===== config.mk =====
export PLATFORM = sky130hd
export DESIGN_NAME = rx_lane_gearbox
export DESIGN_NICKNAME = d
export VERILOG_FILES = /design/src/rtl/rx_core_pkg.sv /design/src/rtl/rx_lane_phase_gen.sv /design/src/rtl/rx_lane_gearbox.sv
export SDC_FILE = /design/constraint.sdc
export NUM_CORES = 1
export LEC_CHECK = 0
export CAP_MARGIN = 20
export CORE_MARGIN = 5
export CORE_UTILIZATION = 48
export CTS_CLUSTER_DIAMETER = 80
export CTS_CLUSTER_SIZE = 16
export DETAILED_ROUTE_END_ITERATION = 8
export GPL_TIMING_DRIVEN = 0
export PLACE_DENSITY = 0.77
export RECOVER_POWER = 25
export SETUP_SLACK_MARGIN = 0.5
export SYNTH_ARGS = -nofsm -noshare
export SYNTH_HDL_FRONTEND = slang
export SYNTH_SLANG_ARGS = --single-unit

===== constraint.sdc =====
create_clock -name clock -period 2.8 [get_ports clock]
set_clock_uncertainty 0.05 [all_clocks]
set_input_delay 0.28 -clock clock [delete_from_list [all_inputs] [get_ports clock]]
set_output_delay 0.28 -clock clock [all_outputs]
set_load 0.01 [all_outputs]

===== src/rtl/rx_core_pkg.sv =====
// Shared definitions for the RX lane gearbox slice.
//   - default sample, lane-count and phase widths
//   - phase_t: phase word at the default phase width
//   - lane_count_legal(): lane counts must be a power of two in 2..16
package rx_core_pkg;

    localparam int unsigned DEFAULT_SAMPLE_WIDTH   = 16;
    localparam int unsigned DEFAULT_NUMBER_OF_LINE = 4;
    localparam int unsigned DEFAULT_PHASE_WIDTH    = 16;

    typedef logic [DEFAULT_PHASE_WIDTH-1:0] phase_t;

    function automatic bit lane_count_legal(input int unsigned n);
        return (n >= 2) && (n <= 16) && ((n & (n - 1)) == 0);
    endfunction

endpackage


===== src/rtl/rx_lane_phase_gen.sv =====
// DDS phase accumulator with per-lane offset generation.
//   clock      : rising-edge clock
//   reset      : synchronous active-high reset, clears the accumulator
//   align      : clears the accumulator
//   advance    : a word completed (loaded or dropped); step by N*phase_inc
//   phase_inc  : per-sample phase increment
//   lane_phase : lane k = acc + k*phase_inc (mod 2^PHASE_WIDTH)
module rx_lane_phase_gen
    import rx_core_pkg::*;
#(
    parameter int unsigned PHASE_WIDTH    = DEFAULT_PHASE_WIDTH,
    parameter int unsigned NUMBER_OF_LINE = DEFAULT_NUMBER_OF_LINE
) (
    input  logic                                  clock,
    input  logic                                  reset,
    input  logic                                  align,
    input  logic                                  advance,
    input  logic [PHASE_WIDTH-1:0]                phase_inc,
    output logic [NUMBER_OF_LINE*PHASE_WIDTH-1:0] lane_phase
);

    localparam int unsigned LOG2_LINES = $clog2(NUMBER_OF_LINE);

    logic [PHASE_WIDTH-1:0] acc;
    logic [PHASE_WIDTH-1:0] offset;

    // Lane count is a power of two, so N*phase_inc is a plain shift.
    always_ff @(posedge clock) begin
        if (reset) begin
            acc <= '0;
        end else if (align) begin
            acc <= '0;
        end else if (advance) begin
            acc <= acc + (phase_inc << LOG2_LINES);
        end
    end

    // Offsets built by repeated addition: lane k gets k*phase_inc.
    always_comb begin
        lane_phase = '0;
        offset     = '0;
        for (int unsigned k = 0; k < NUMBER_OF_LINE; k++) begin
            lane_phase[k*PHASE_WIDTH +: PHASE_WIDTH] = acc + offset;
            offset = offset + phase_inc;
        end
    end

endmodule


===== src/rtl/rx_lane_gearbox.sv =====
// Packs serial ADC samples into NUMBER_OF_LINE-lane words with per-lane DDS phase.
//   clock, reset    : rising-edge clock, synchronous active-high reset
//   s_data/s_valid  : serial sample input, no backpressure
//   phase_inc       : per-sample DDS phase increment
//   align           : restarts lane packing and the phase accumulator
//   m_data/m_phase  : packed word and per-lane phase, lane k in slice k
//   m_valid/m_ready : output handshake
//   overflow        : sticky, a completed word was dropped; overflow_clear clears it
module rx_lane_gearbox
    import rx_core_pkg::*;
#(
    parameter int unsigned SAMPLE_WIDTH   = DEFAULT_SAMPLE_WIDTH,
    parameter int unsigned NUMBER_OF_LINE = DEFAULT_NUMBER_OF_LINE,
    parameter int unsigned PHASE_WIDTH    = DEFAULT_PHASE_WIDTH
) (
    input  logic                                   clock,
    input  logic                                   reset,
    input  logic [SAMPLE_WIDTH-1:0]                s_data,
    input  logic                                   s_valid,
    input  logic [PHASE_WIDTH-1:0]                 phase_inc,
    input  logic                                   align,
    output logic [NUMBER_OF_LINE*SAMPLE_WIDTH-1:0] m_data,
    output logic [NUMBER_OF_LINE*PHASE_WIDTH-1:0]  m_phase,
    output logic                                   m_valid,
    input  logic                                   m_ready,
    output logic                                   overflow,
    input  logic                                   overflow_clear
);

    generate
        if (!lane_count_legal(NUMBER_OF_LINE)) begin : g_bad_lane_count
            $error("rx_lane_gearbox: NUMBER_OF_LINE must be a power of two in 2..16");
        end
    endgenerate

    localparam int unsigned SLOT_WIDTH = $clog2(NUMBER_OF_LINE);
    localparam logic [SLOT_WIDTH-1:0] LAST_SLOT = SLOT_WIDTH'(NUMBER_OF_LINE - 1);

    logic [SLOT_WIDTH-1:0]                  slot;
    logic [NUMBER_OF_LINE*SAMPLE_WIDTH-1:0] staging;
    logic [NUMBER_OF_LINE*SAMPLE_WIDTH-1:0] completed_word;
    logic [NUMBER_OF_LINE*PHASE_WIDTH-1:0]  lane_phase;
    logic                                   word_done;
    logic                                   out_free;

    // align forces the sample into lane 0, so a word can never finish on it.
    assign word_done = s_valid && !align && (slot == LAST_SLOT);
    assign out_free  = !m_valid || m_ready;

    // The final sample bypasses staging so the word loads with latency 1.
    always_comb begin
        completed_word = staging;
        completed_word[(NUMBER_OF_LINE-1)*SAMPLE_WIDTH +: SAMPLE_WIDTH] = s_data;
    end

    always_ff @(posedge clock) begin
        if (reset) begin
            slot    <= '0;
            staging <= '0;
        end else if (align) begin
            staging <= '0;
            if (s_valid) begin
                staging[SAMPLE_WIDTH-1:0] <= s_data;
                slot                      <= SLOT_WIDTH'(1);
            end else begin
                slot <= '0;
            end
        end else if (s_valid) begin
            staging[slot*SAMPLE_WIDTH +: SAMPLE_WIDTH] <= s_data;
            // Power-of-two lane count: the counter wraps to 0 by itself.
            slot <= slot + SLOT_WIDTH'(1);
        end
    end

    always_ff @(posedge clock) begin
        if (reset) begin
            m_data  <= '0;
            m_phase <= '0;
            m_valid <= 1'b0;
        end else if (word_done && out_free) begin
            m_data  <= completed_word;
            m_phase <= lane_phase;
            m_valid <= 1'b1;
        end else if (m_valid && m_ready) begin
            m_valid <= 1'b0;
        end
    end

    // A drop wins over a simultaneous clear.
    always_ff @(posedge clock) begin
        if (reset) begin
            overflow <= 1'b0;
        end else if (word_done && !out_free) begin
            overflow <= 1'b1;
        end else if (overflow_clear) begin
            overflow <= 1'b0;
        end
    end

    rx_lane_phase_gen #(
        .PHASE_WIDTH   (PHASE_WIDTH),
        .NUMBER_OF_LINE(NUMBER_OF_LINE)
    ) u_phase_gen (
        .clock     (clock),
        .reset     (reset),
        .align     (align),
        .advance   (word_done),
        .phase_inc (phase_inc),
        .lane_phase(lane_phase)
    );

endmodule


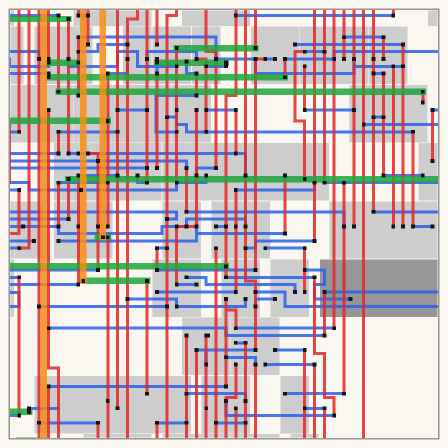
detail.png
Window x 101 to 121, y 27 to 47 um. Cells in gray, sequential cells in the stronger gray; small squares are vias.
Key: green = metal 3; blue = metal 1; red = metal 2; orange = metal 4
Sequential cells in the window: 1. 27 logic cells have their middle in the window. Netlist names of flops here include m_phase (1). Most frequent: a21oi_1 (3).

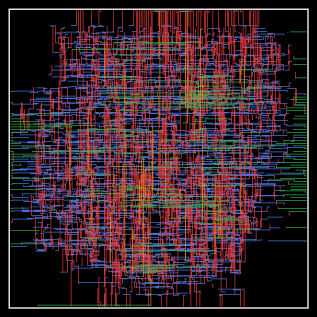
wires.png
Drawn at 2 px/um.
Key: blue = metal 1 [wire length 12600 um]; orange = metal 4 [wire length 1050 um]; green = metal 3 [wire length 2830 um]; red = metal 2 [wire length 13500 um]
drt wl/cell: 19.08 um
total track usage: 0.2573
wirelength, routed: 29990 um

## power by group
part	switching (W)	internal (W)	total (W)	leakage, nW
combinational	0.000395	0.000240	0.000635	3.06
sequential	0.0000101	0.00270	0.00271	1.53
clock	0.00130	0.00133	0.00263	0.314
total	0.00170	0.00427	0.00597	4.90
## kinds of logic after synthesis
family                   Yosys count  synth area share
AND-OR/OR-AND                    319            0.2203
adder cells (fa/ha/maj)           74            0.1143
other                              1         0.0004068
flip-flops                       189            0.4105
AND/OR/NAND/NOR                  389            0.1807
XOR/XNOR                          30           0.02851
buffers and inverters             83           0.03869
multiplexers                       6          0.006651
## registers in the layout, summed over array words and instances, names as in the netlist
name and flops:
m_data 64, m_phase 59, overflow 1, m_valid 1
slot 2, u_phase_gen.acc 14, staging 48
==> impl_metrics.csv <==
group,metric,value,unit
status,status,"finished, final reports clean",
worst_setup_path,cpPeakStageDelay,0.47,ns
min_path,whs_endpoint,"slot[1]",
layout,fin_cells,1572,
layout,nNetsFinal,1411,
worst_setup_path,required,3.12,ns
placed_design,dp.cells,1515,
yosys,ys_cells,1091,
grt,gr-usage-met1,0.3487,
grt,grt_pass1_vias,8575,
layout,logic_area,5433,sq um
drt,wl_met2,13510,um
grt,grt_max_degree,23,
yosys,syn_inst,1091,
cts,cts_tree,"done",
layout,stdcell_area,12410,sq um
worst_setup_path,path_cells,"inv_4 > fa_1 > inv_1 > ha_2 > fa_2 > a211oi_4 > o21bai_1 > a21oi_2 > xnor2_1 > nand2_1 > a21oi_1",
worst_setup_path,cp_top_family,"adder cells",
layout,clkbuf_count,17,
timing,fin_setup_tns,0,ns
timing,rsz0062_at_grt,"true",
yosys,ff_type,"dfxtp_1",
timing,finalWorstSetupSlack,0.1517,ns
yosys,top_area_frac,0.4105,
layout,final_core_util,0.6588,
flow_run,maxCapViolations,0,
cts,path_clk_slew,0.08,ns
floorplanning,n_tap_cell,260,
layout,flops,189,
worst_setup_path,worst_setup_path_end_kind,"register",
drt,antenna_left,0,
floorplanning,die_y,148.6,um
timing,setup_viol,0,
cts,cts.sinks,189,
min_path,hold_start,"s_valid",
min_path,worstHoldPathCells,3,
layout,signal_buffers,252,
drt,drc_errors,0,
worst_setup_path,reg2reg_depth,11,
worst_setup_path,critPathBufInv,2,
flow_run,warning_count,32,
cts,h-tree-depth,4,
layout,final_common_cell,"nand2_1",
worst_setup_path,critical-path-slowest-cell,"fa_1",
layout,num-nonclk-inverters,18,
layout,sh_seq_area,0.3069,
grt,antenna_found_initial,0,
floorplanning,chipArea,22070,sq um
worst_setup_path,setup.worst_path.start,"u_phase_gen.acc[2]",
power_and_ir_drop,leakage,4.904,nW
drt,firstDrtPassIters,9,
timing,drv_slew,0,
yosys,ys_area,9218,sq um
timing,fmax,377.6,MHz
yosys,ys_ff,189,
drt,drt-met1-wl,12600,um
worst_setup_path,rrSetupSlack,0.15,ns
yosys,ys_warn_count,0,
floorplanning,initial_utilization,0.4895,
grt,grt_pass1_wl,45200,um
floorplanning,core.rowCount,50,
cts,numCtsBuffers,17,
power_and_ir_drop,power_density,481.1,nW/um^2
yosys,synth.top_cells.by_count,"nand2_1 (216), dfxtp_1 (189), a21oi_1 (139)",
yosys,yosysSeqAreaShare,0.4105,
worst_setup_path,crit_type,"reg -> reg",
timing,finalCritPeriodShare,0.9458,
worst_setup_path,r2r_start,"u_phase_gen.acc[2]",
power_and_ir_drop,finalPower,0.005969,W
layout,comb.multi_input.count,821,
layout,largestClassByArea,"logic gates",
timing,slew-limit-headroom,0.5257,
floorplanning,die_x,148.6,um
yosys,avgSynthCellArea,8.449,sq um
yosys,synth.largest_area_cell,"dfxtp_1",
layout,area_growth,34.59,%
worst_setup_path,timing.rr.end,"m_phase[56]",
placed_design,gp_congestion,0.9589,
worst_setup_path,cp-endpoint,"m_phase[56]",
layout,nFillCells,1509,
cts,insertion_delay,0.44,ns
yosys,netlist_area,9218,sq um
layout,nonClkBufAreaFrac,0.1707,
layout,clockNetworkAreaShare,0.05265,
power_and_ir_drop,ir_drop,0.4348,mV
layout,num_antenna_cells,0,
placed_design,port_buffers,162,
drt,wl_met3,2834,um
drt,vias_per_cell,5.812,
layout,lay_top_cells,"nand2_1 (214), dfxtp_1 (178), a21oi_1 (127), nor2_1 (90), dlygate4sd3_1 (78)",
grt,grtUsageMet3,0.05759,
yosys,ys_types,67,
grt,use_met2,0.4028,
layout,register_area,3807,sq um
placed_design,dpl_cell_area,11200,sq um
layout,drive_above_1_share,0.1372,
drt,maxUsedRoutingLayer,"met4",
min_path,min_path_type,"in -> reg",
timing,worstMarginPinSlew,0.7114,ns
yosys,topCellsByArea,"dfxtp_1 (41%), nand2_1 (8.8%), ha_1 (7.7%), a21oi_1 (7.5%), a22oi_1 (3.9%)",
placed_design,place_hpwl,21900,um
cts,clk_path_buf_depth,2,
timing,hold_viol,0,
drt,drt_iter0_markers,946,
cts,cts_resized,48,
yosys,synth-edff-count,0,
timing,holdWs,0.1275,ns
cts,cts_setup_buffers,11,
cts,cts-root-buf,"clkbuf_16",
yosys,ys_async_sr_fraction,0,
worst_setup_path,cp.arrival,2.97,ns
worst_setup_path,path_max_fanout,3,
worst_setup_path,cp-start-kind,"register",
grt,grt_overflow_total,0,
grt,top_usage_layer,"met2",
layout,sh_comb_area,0.4379,
timing,min_period,2.648,ns
worst_setup_path,cp.depth,11,
drt,vias,9136,
floorplanning,coreArea,18830,sq um
placed_design,dp_slack,-0.6396,ns
yosys,most_common_cell,"nand2_1",
floorplanning,pin_count,168,
cts,postCtsHoldBufs,0,
Power and IR drop assume default switching activity.
